==> src/rtl/hpu_dtcm_pkg.sv <==
// Shared types for the DTCM SBA responder: SRAM request bundle and starve-counter sizing.
package hpu_dtcm_pkg;

  localparam int unsigned SRAM_DW        = 32;
  localparam int unsigned SRAM_AW        = 14;
  localparam int unsigned DEF_STARVE_LIM = 8;

  function automatic int unsigned starve_cw(input int unsigned lim);
    return $clog2(lim + 1);
  endfunction

  localparam int unsigned STARVE_CW = starve_cw(DEF_STARVE_LIM);

  // Field widths follow the default bus/DTCM geometry of hpu_dtcm_sba_resp
  typedef struct packed {
    logic                   en;
    logic                   we;
    logic [SRAM_AW-1:0]     addr;
    logic [SRAM_DW-1:0]     wdata;
    logic [SRAM_DW/8-1:0]   be;
  } sram_req_t;

endpackage

==> src/rtl/hpu_sba_fair_arb.sv <==
// Core-priority arbiter for the DTCM port; an in-range SBA request that keeps losing wins after STARVE_LIM cycles.
module hpu_sba_fair_arb
  import hpu_dtcm_pkg::*;
#(
  parameter int unsigned STARVE_LIM = DEF_STARVE_LIM
) (
  input  logic clk,
  input  logic rst,
  input  logic core_req,
  input  logic sba_req,
  input  logic sba_clr,
  output logic core_gnt,
  output logic sba_gnt
);

  localparam int unsigned      CntW   = starve_cw(STARVE_LIM);
  localparam logic [CntW-1:0]  LimVal = CntW'(STARVE_LIM);

  logic [CntW-1:0] starve_cnt;
  logic            starved;
  logic            sba_win;

  assign starved  = (starve_cnt == LimVal);
  assign sba_win  = sba_req & (~core_req | starved);
  assign sba_gnt  = sba_win;
  assign core_gnt = core_req & ~sba_win;

  always_ff @(posedge clk or posedge rst) begin
    if (rst) begin
      starve_cnt <= '0;
    end else if (sba_win | sba_clr) begin
      starve_cnt <= '0;
    end else if (sba_req & core_req & ~starved) begin
      starve_cnt <= starve_cnt + 1'b1;
    end
  end

endmodule

==> src/rtl/hpu_dtcm_sba_resp.sv <==
// Shares the single-port DTCM between the core LSU and debug-module SBA; out-of-range SBA is answered locally.
module hpu_dtcm_sba_resp
  import hpu_dtcm_pkg::*;
#(
  parameter int unsigned          BusWidth   = 32,
  parameter int unsigned          DTCM_AW    = 14,
  parameter logic [BusWidth-1:0]  DTCM_BASE  = 'h0010_0000,
  parameter int unsigned          STARVE_LIM = 8
) (
  input  logic                    clk_i,
  input  logic                    rst_i,
  input  logic                    dm_dtcm__sba_req_i,
  input  logic [BusWidth-1:0]     dm_dtcm__sba_addr_i,
  input  logic                    dm_dtcm__sba_we_i,
  input  logic [BusWidth-1:0]     dm_dtcm__sba_wdata_i,
  input  logic [BusWidth/8-1:0]   dm_dtcm__sba_be_i,
  output logic                    dtcm_dm__sba_gnt_o,
  output logic [BusWidth-1:0]     dtcm_dm__sba_rdata_o,
  output logic                    dtcm_dm__sba_rdata_act_o,
  input  logic                    lsu_dtcm__req_i,
  input  logic                    lsu_dtcm__we_i,
  input  logic [BusWidth-1:0]     lsu_dtcm__addr_i,
  input  logic [BusWidth-1:0]     lsu_dtcm__wdata_i,
  input  logic [BusWidth/8-1:0]   lsu_dtcm__be_i,
  output logic                    dtcm_lsu__gnt_o,
  output logic                    dtcm_lsu__rdata_act_o,
  output logic [BusWidth-1:0]     dtcm_lsu__rdata_o,
  output logic                    dtcm_ram__en_o,
  output logic                    dtcm_ram__we_o,
  output logic [DTCM_AW-1:0]      dtcm_ram__addr_o,
  output logic [BusWidth-1:0]     dtcm_ram__wdata_o,
  output logic [BusWidth/8-1:0]   dtcm_ram__be_o,
  input  logic [BusWidth-1:0]     ram_dtcm__rdata_i
);

  localparam int unsigned TagLo = DTCM_AW + 2;

  logic      sba_in_range;
  logic      sba_ir_req;
  logic      sba_oor_req;
  logic      lsu_req;
  logic      sba_ir_gnt;
  logic      lsu_gnt;
  logic      rd_sba;
  logic      rd_lsu;
  logic      rd_oor;
  sram_req_t ram_req;
  logic      unused_addr_bits;

  assign sba_in_range = (dm_dtcm__sba_addr_i[BusWidth-1:TagLo] == DTCM_BASE[BusWidth-1:TagLo]);

  // Requests are masked in reset so every grant and RAM strobe reads as zero
  assign sba_ir_req  = ~rst_i & dm_dtcm__sba_req_i &  sba_in_range;
  assign sba_oor_req = ~rst_i & dm_dtcm__sba_req_i & ~sba_in_range;
  assign lsu_req     = ~rst_i & lsu_dtcm__req_i;

  hpu_sba_fair_arb #(
    .STARVE_LIM (STARVE_LIM)
  ) u_arb (
    .clk      (clk_i),
    .rst      (rst_i),
    .core_req (lsu_req),
    .sba_req  (sba_ir_req),
    .sba_clr  (sba_oor_req),
    .core_gnt (lsu_gnt),
    .sba_gnt  (sba_ir_gnt)
  );

  assign dtcm_dm__sba_gnt_o = sba_ir_gnt | sba_oor_req;
  assign dtcm_lsu__gnt_o    = lsu_gnt;

  always_comb begin
    ram_req = '0;
    if (sba_ir_gnt) begin
      ram_req.en    = 1'b1;
      ram_req.we    = dm_dtcm__sba_we_i;
      ram_req.addr  = dm_dtcm__sba_addr_i[DTCM_AW+1:2];
      ram_req.wdata = dm_dtcm__sba_wdata_i;
      ram_req.be    = dm_dtcm__sba_be_i;
    end else if (lsu_gnt) begin
      ram_req.en    = 1'b1;
      ram_req.we    = lsu_dtcm__we_i;
      ram_req.addr  = lsu_dtcm__addr_i[DTCM_AW+1:2];
      ram_req.wdata = lsu_dtcm__wdata_i;
      ram_req.be    = lsu_dtcm__be_i;
    end
  end

  assign dtcm_ram__en_o    = ram_req.en;
  assign dtcm_ram__we_o    = ram_req.we;
  assign dtcm_ram__addr_o  = ram_req.addr;
  assign dtcm_ram__wdata_o = ram_req.wdata;
  assign dtcm_ram__be_o    = ram_req.be;

  // Grant stage -> return stage: tag which requester owns next cycle's read data
  always_ff @(posedge clk_i or posedge rst_i) begin
    if (rst_i) begin
      rd_sba <= 1'b0;
      rd_lsu <= 1'b0;
      rd_oor <= 1'b0;
    end else begin
      rd_sba <= sba_ir_gnt  & ~dm_dtcm__sba_we_i;
      rd_lsu <= lsu_gnt     & ~lsu_dtcm__we_i;
      rd_oor <= sba_oor_req & ~dm_dtcm__sba_we_i;
    end
  end

  assign dtcm_dm__sba_rdata_act_o = rd_sba | rd_oor;
  assign dtcm_dm__sba_rdata_o     = rd_sba ? ram_dtcm__rdata_i : '0;
  assign dtcm_lsu__rdata_act_o    = rd_lsu;
  assign dtcm_lsu__rdata_o        = rd_lsu ? ram_dtcm__rdata_i : '0;

  // Byte-offset and (for the core, always in range) tag bits carry no information here
  assign unused_addr_bits = ^{dm_dtcm__sba_addr_i[1:0], lsu_dtcm__addr_i[1:0],
                              lsu_dtcm__addr_i[BusWidth-1:TagLo]};

endmodule
==> config.mk <==
export PLATFORM = sky130hd
export DESIGN_NAME = hpu_dtcm_sba_resp
export DESIGN_NICKNAME = d
export VERILOG_FILES = /design/src/rtl/hpu_dtcm_pkg.sv /design/src/rtl/hpu_sba_fair_arb.sv /design/src/rtl/hpu_dtcm_sba_resp.sv
export SDC_FILE = /design/constraint.sdc
export NUM_CORES = 1
export LEC_CHECK = 0
export ABC_AREA = 1
export CAP_MARGIN = 20
export CORE_AREA = 4 4 112 114
export CTS_BUF_LIST = sky130_fd_sc_hd__clkbuf_8
export CTS_CLUSTER_DIAMETER = 50
export DETAILED_ROUTE_END_ITERATION = 10
export DIE_AREA = 0 0 116 118
export PLACE_DENSITY = 0.67
export SKIP_LAST_GASP = 1
export SLEW_MARGIN = 20
export SYNTH_ARGS = -nofsm -noshare
export SYNTH_HDL_FRONTEND = slang
export SYNTH_SLANG_ARGS = --single-unit
==> constraint.sdc <==
create_clock -name clk_i -period 1.7 [get_ports clk_i]
set_clock_uncertainty 0.15 [all_clocks]
set_input_delay 0.34 -clock clk_i [delete_from_list [all_inputs] [get_ports clk_i]]
set_output_delay 0.34 -clock clk_i [all_outputs]
set_load 0.05 [all_outputs]
Run 1, signal wires on met1:
Scale bar: 20 um. Supply wires on this layer in gray.
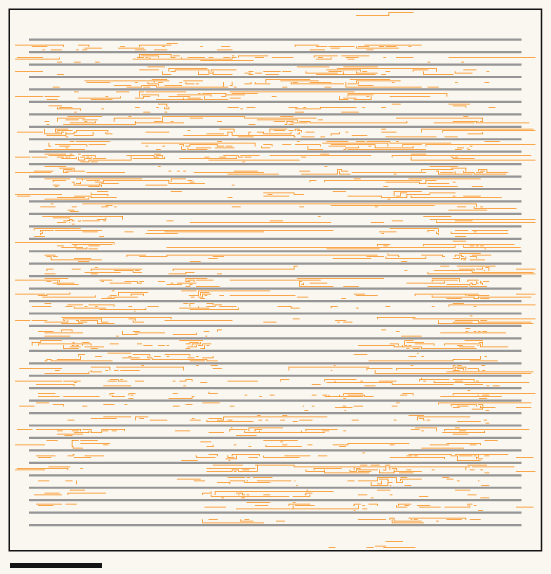
main direction = horizontal
nets with wire on the layer = 665
share of all routed wire = 35%
wire length on this layer = 5180 um

Run 1, the metal 2 layer:
Scale bar: 20 um.
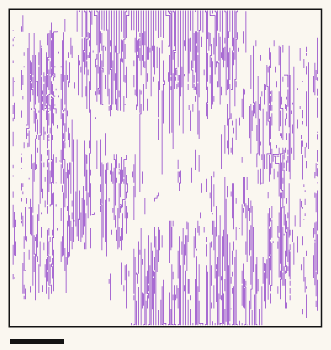
share of all routed wire = 54%
nets with wire on the layer = 761
main direction = vertical
wire length on this layer = 7970 um
longest straight run = 45.8 um

Run 1, M3 wires:
Cells faint in the background.
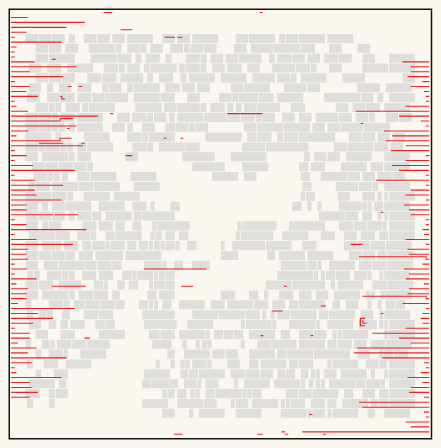
nets with wire on the layer = 176
share of all routed wire = 7.5%
wire length on this layer = 1110 um
drt total wl: 14700 um
via count: 3726
GR Layer Usage met3: 0.0452

==> results_dict.tcl, run 1 <==
# implementation run metrics
set metrics [dict create \
    status "finished, violations left" \
    violations "setup timing" \
    adder_share 0.0133 \
    cts_buffers 3 \
    r2r.worst_path.cells 10 \
    fin_crit_sh 1.37 \
    wirelength_met1_um 5180 \
    synth_cell_type_count 22 \
    crit_family "buffers and inverters" \
    coreArea_um2 11400 \
    crit_path_end_kind "output pin" \
    largest-register "u_arb.starve_cnt" \
    hold_buffers 0 \
    cts_tree "done" \
    top_layer "met4" \
    vdd_drop_max_uv 185 \
    power_uw 1820 \
    track_usage 0.194 \
    worst_slack_ns -0.625 \
    cp.arrival_ns 1.84 \
    post_cts_buffers 16 \
    dp_hpwl_um 10700 \
    dp_slack_ns -0.744 \
    die_area_um2 13700 \
    rsz0062_at_grt "true" \
    setup_viol 85 \
]
==> run 1: final cells by class <==
cell class	count	area, um^2	share of cell area
Timing Repair Buffer	344	4830	0.616
Inverter	72	385	0.0491
Multi-Input combinational cell	260	2230	0.284
Clock buffer	3	41.3	0.00527
Sequential cell	7	176	0.0225
Tap cell	143	179	0.0228
Clock inverter	1	3.75	0.000479
==> run 1: synthesized netlist by cell type, drive strengths merged <==
cell / number / area (um^2)
buf: 17 / 146
clkbuf: 10 / 37.5
dfrtp: 7 / 175
ha: 2 / 25.0
inv: 72 / 270
nand2: 129 / 492
nand3: 106 / 576
nand3b: 1 / 7.51
nand4: 1 / 21.3
nor2: 17 / 103
o22ai: 1 / 6.26
or2: 1 / 6.26
xnor2: 1 / 8.76
xor2: 1 / 8.76
==> run 1: cells in the final DEF (no fill, tap or decap), types with 3 or more instances in the layout <==
cell type,instances
inv_2,4
nor2_1,6
buf_12,129
nand3_2,21
buf_6,18
nand2_4,72
clkdlybuf4s50_1,135
clkinvlp_4,30
nand2_8,4
nor2_2,4
nor2_4,6
inv_1,38
nand2_1,40
clkbuf_2,12
clkbuf_16,3
nand3_1,66
nand3_4,19
clkbuf_8,3
buf_4,34
buf_16,8
nand2_2,13
dfrtp_1,6
==> run 1: report_power, final <==
| group | leakage, uW | switching (uW) | internal, uW |
|---|---|---|---|
| combinational | 0.00335 | 664 | 761 |
| clock | 0.0000269 | 67.2 | 156 |
| sequential | 0.0000953 | 2.04 | 169 |
| total | 0.00348 | 734 | 1090 |
Run 1, track usage over the die:
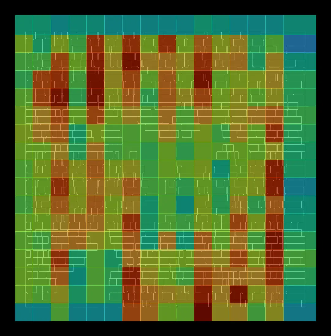

==> run 2, diff against run 1 <==
--- a/config.mk
+++ b/config.mk
@@ -7,5 +7,4 @@
 export LEC_CHECK = 0
-export ABC_AREA = 1
 export CAP_MARGIN = 20
-export CORE_AREA = 4 4 112 114
+export CORE_AREA = 4 4 113 115
 export CTS_BUF_LIST = sky130_fd_sc_hd__clkbuf_8
@@ -13,4 +12,4 @@
 export DETAILED_ROUTE_END_ITERATION = 10
-export DIE_AREA = 0 0 116 118
-export PLACE_DENSITY = 0.67
+export DIE_AREA = 0 0 117 119
+export PLACE_DENSITY = 0.65
 export SKIP_LAST_GASP = 1
--- a/constraint.sdc
+++ b/constraint.sdc
@@ -4,2 +4,2 @@
 set_output_delay 0.34 -clock clk_i [all_outputs]
-set_load 0.05 [all_outputs]
+set_load 0.02 [all_outputs]
Run 2, track usage over the die:
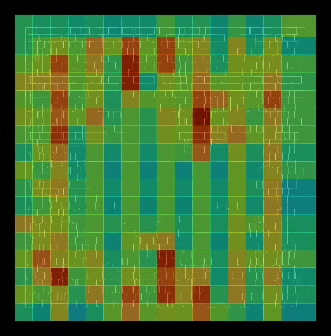
GR Layer Usage met3: 0.0518
routed len/inst: 14.7 um
GRT Max-Usage Layer: met2

Run 2, signal wires on met1:
Scale bar: 20 um. Supply wires on this layer in gray.
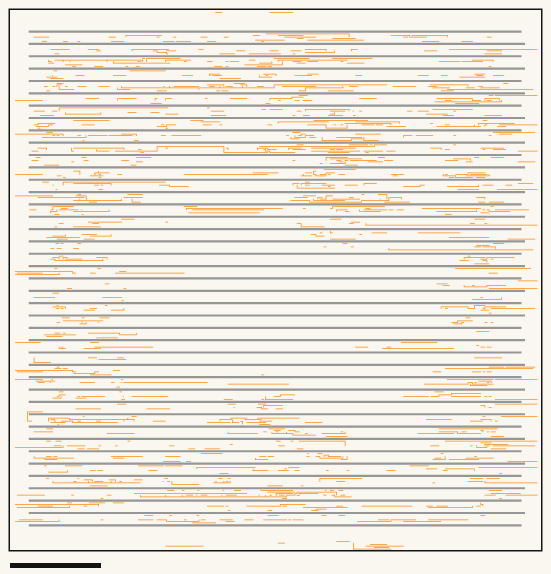
main direction = horizontal
wire length on this layer = 3340 um

Run 2, clock wires, drivers and flops:
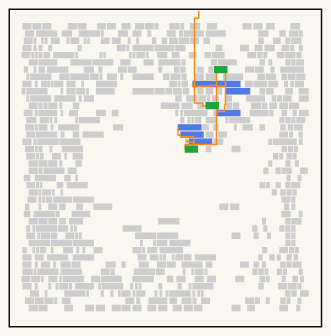
blue -> flip-flops  # count 7
green -> cells driving clock nets  # count 3
orange -> clock wires  # length 136 um
routed clock nets = 4
P_clk: 229 uW
clock latency on the worst-skew pair: 0.23 ns
clock share of power: 0.184

==> results_dict.tcl, run 2 <==
# implementation run metrics
set metrics [dict create \
    fin_crit_sh 1.53 \
    cts_tree "done" \
    antenna-diode-count 0 \
    io_pins 294 \
    async_reset_ff_frac 1.00 \
    top_cells_by_count "and2_1 (66), nand2_1 (56), inv_1 (55), mux2i_1 (51), clkbuf_1 (13)" \
    cts_buffers 3 \
    ys_top_cells_by_area "mux2i_1 (28%), and2_1 (23%), nand2_1 (12%)" \
    first_global_vias 3216 \
    track_usage 0.135 \
    leakagePower_uw 0.00275 \
    largest_cell_class "non-clock buffers" \
    setup_viol 56 \
    violations "setup timing" \
    logic_area_um2 2080 \
    cp.arrival_ns 2.12 \
    hold_buffers 0 \
    seq_cells 7 \
    wirelength_met1_um 3340 \
    clk_path_buf_depth 2 \
    crit_family "buffers and inverters" \
    seq-cell-share 0.0310 \
    yosys.area.top_type_share 0.282 \
    crit_path_end_kind "output pin" \
    status "finished, violations left" \
    edf_count 0 \
    via_count 3062 \
    synth_cell_type_count 25 \
    logic_gates 199 \
    yosysMostFrequentCell "and2_1" \
    rsz0062_at_grt "true" \
    final-clk-cell-share 0.00791 \
    dp_hpwl_um 8880 \
    signal_buffers 325 \
    drtIter0Drc 54 \
    vdd_drop_max_uv 135 \
    final_antenna_net_count 0 \
    largest-register "u_arb.starve_cnt" \
    seq_area_um2 176 \
    buf_share 0.527 \
    wl_um 10800 \
    comb_share 0.366 \
    worst_slack_ns -0.905 \
    yosys_most_used_dff "dfrtp_1" \
    die_area_um2 13900 \
    n_clock_buffer 3 \
    top_layer "met4" \
    inv_count 55 \
]
run 2: cell count changes after synthesis, moves of 12 or more:
| cell | delta |
|---|---|
| nand3_1 | -97 |
| nand2_1 | -70 |
| inv_1 | -15 |
| and2_1 | +66 |
| nor2_1 | -12 |
| mux2i_1 | +51 |
run 2: stage by stage:
stage                     TNS, ns  setup WS (ns)  hold slack [ns]  total power (uW)
after global placement    -103.26          -1.51            0.377              1050
final                      -44.20         -0.905            0.165              1240
after detailed placement  -104.43          -1.52            0.398              1060
after CTS                  -46.92         -0.933            0.136              1240
after global routing       -47.78         -0.968            0.197              1320
after floorplan            -22.17         -0.428          0.00159               491
run 2: worst paths after layout:
path,endpoint,from,depth (start not counted),slack [ns]
worst min-delay path,u_arb.starve_cnt[3],rst_i,3,0.17
max in group asynchronous,dtcm_lsu__rdata_act_o,rst_i,3,1.10
min in group clk_i,u_arb.starve_cnt[0],u_arb.starve_cnt[0],3,0.40
worst min register to register,u_arb.starve_cnt[0],u_arb.starve_cnt[0],3,0.40
worst max-delay path,dtcm_ram__addr_o[10],u_arb.starve_cnt[1],7,-0.91
worst max register to register,dtcm_lsu__rdata_act_o,u_arb.starve_cnt[1],7,-0.13
run 2: cells by family (layout without fill, tap and decap cells):
group           after synthesis  in the layout  synth area share
mux                          51             51             0.282
compound gates                7              7            0.0235
fa+ha+maj                     2              2            0.0138
flops                         7              7            0.0967
xor+xnor                      2              2           0.00967
simple gates                136            137             0.396
buf+inv                      74            384             0.178
run 2: timing repair:
action	4_1_cts	5_1_grt
setup buffers	7	18
resized	405	200
endpoints found under the setup margin	126	103
pin swaps	6	0
cloned	0	4
run 2: report_power, final:
part	leakage [uW]	switching, uW	internal, uW
clock network	0.0000269	72.5	156
registers	0.0000953	1.66	169
logic	0.00263	345	500
No activity file was given, so power comes from the tool's default toggle rates.
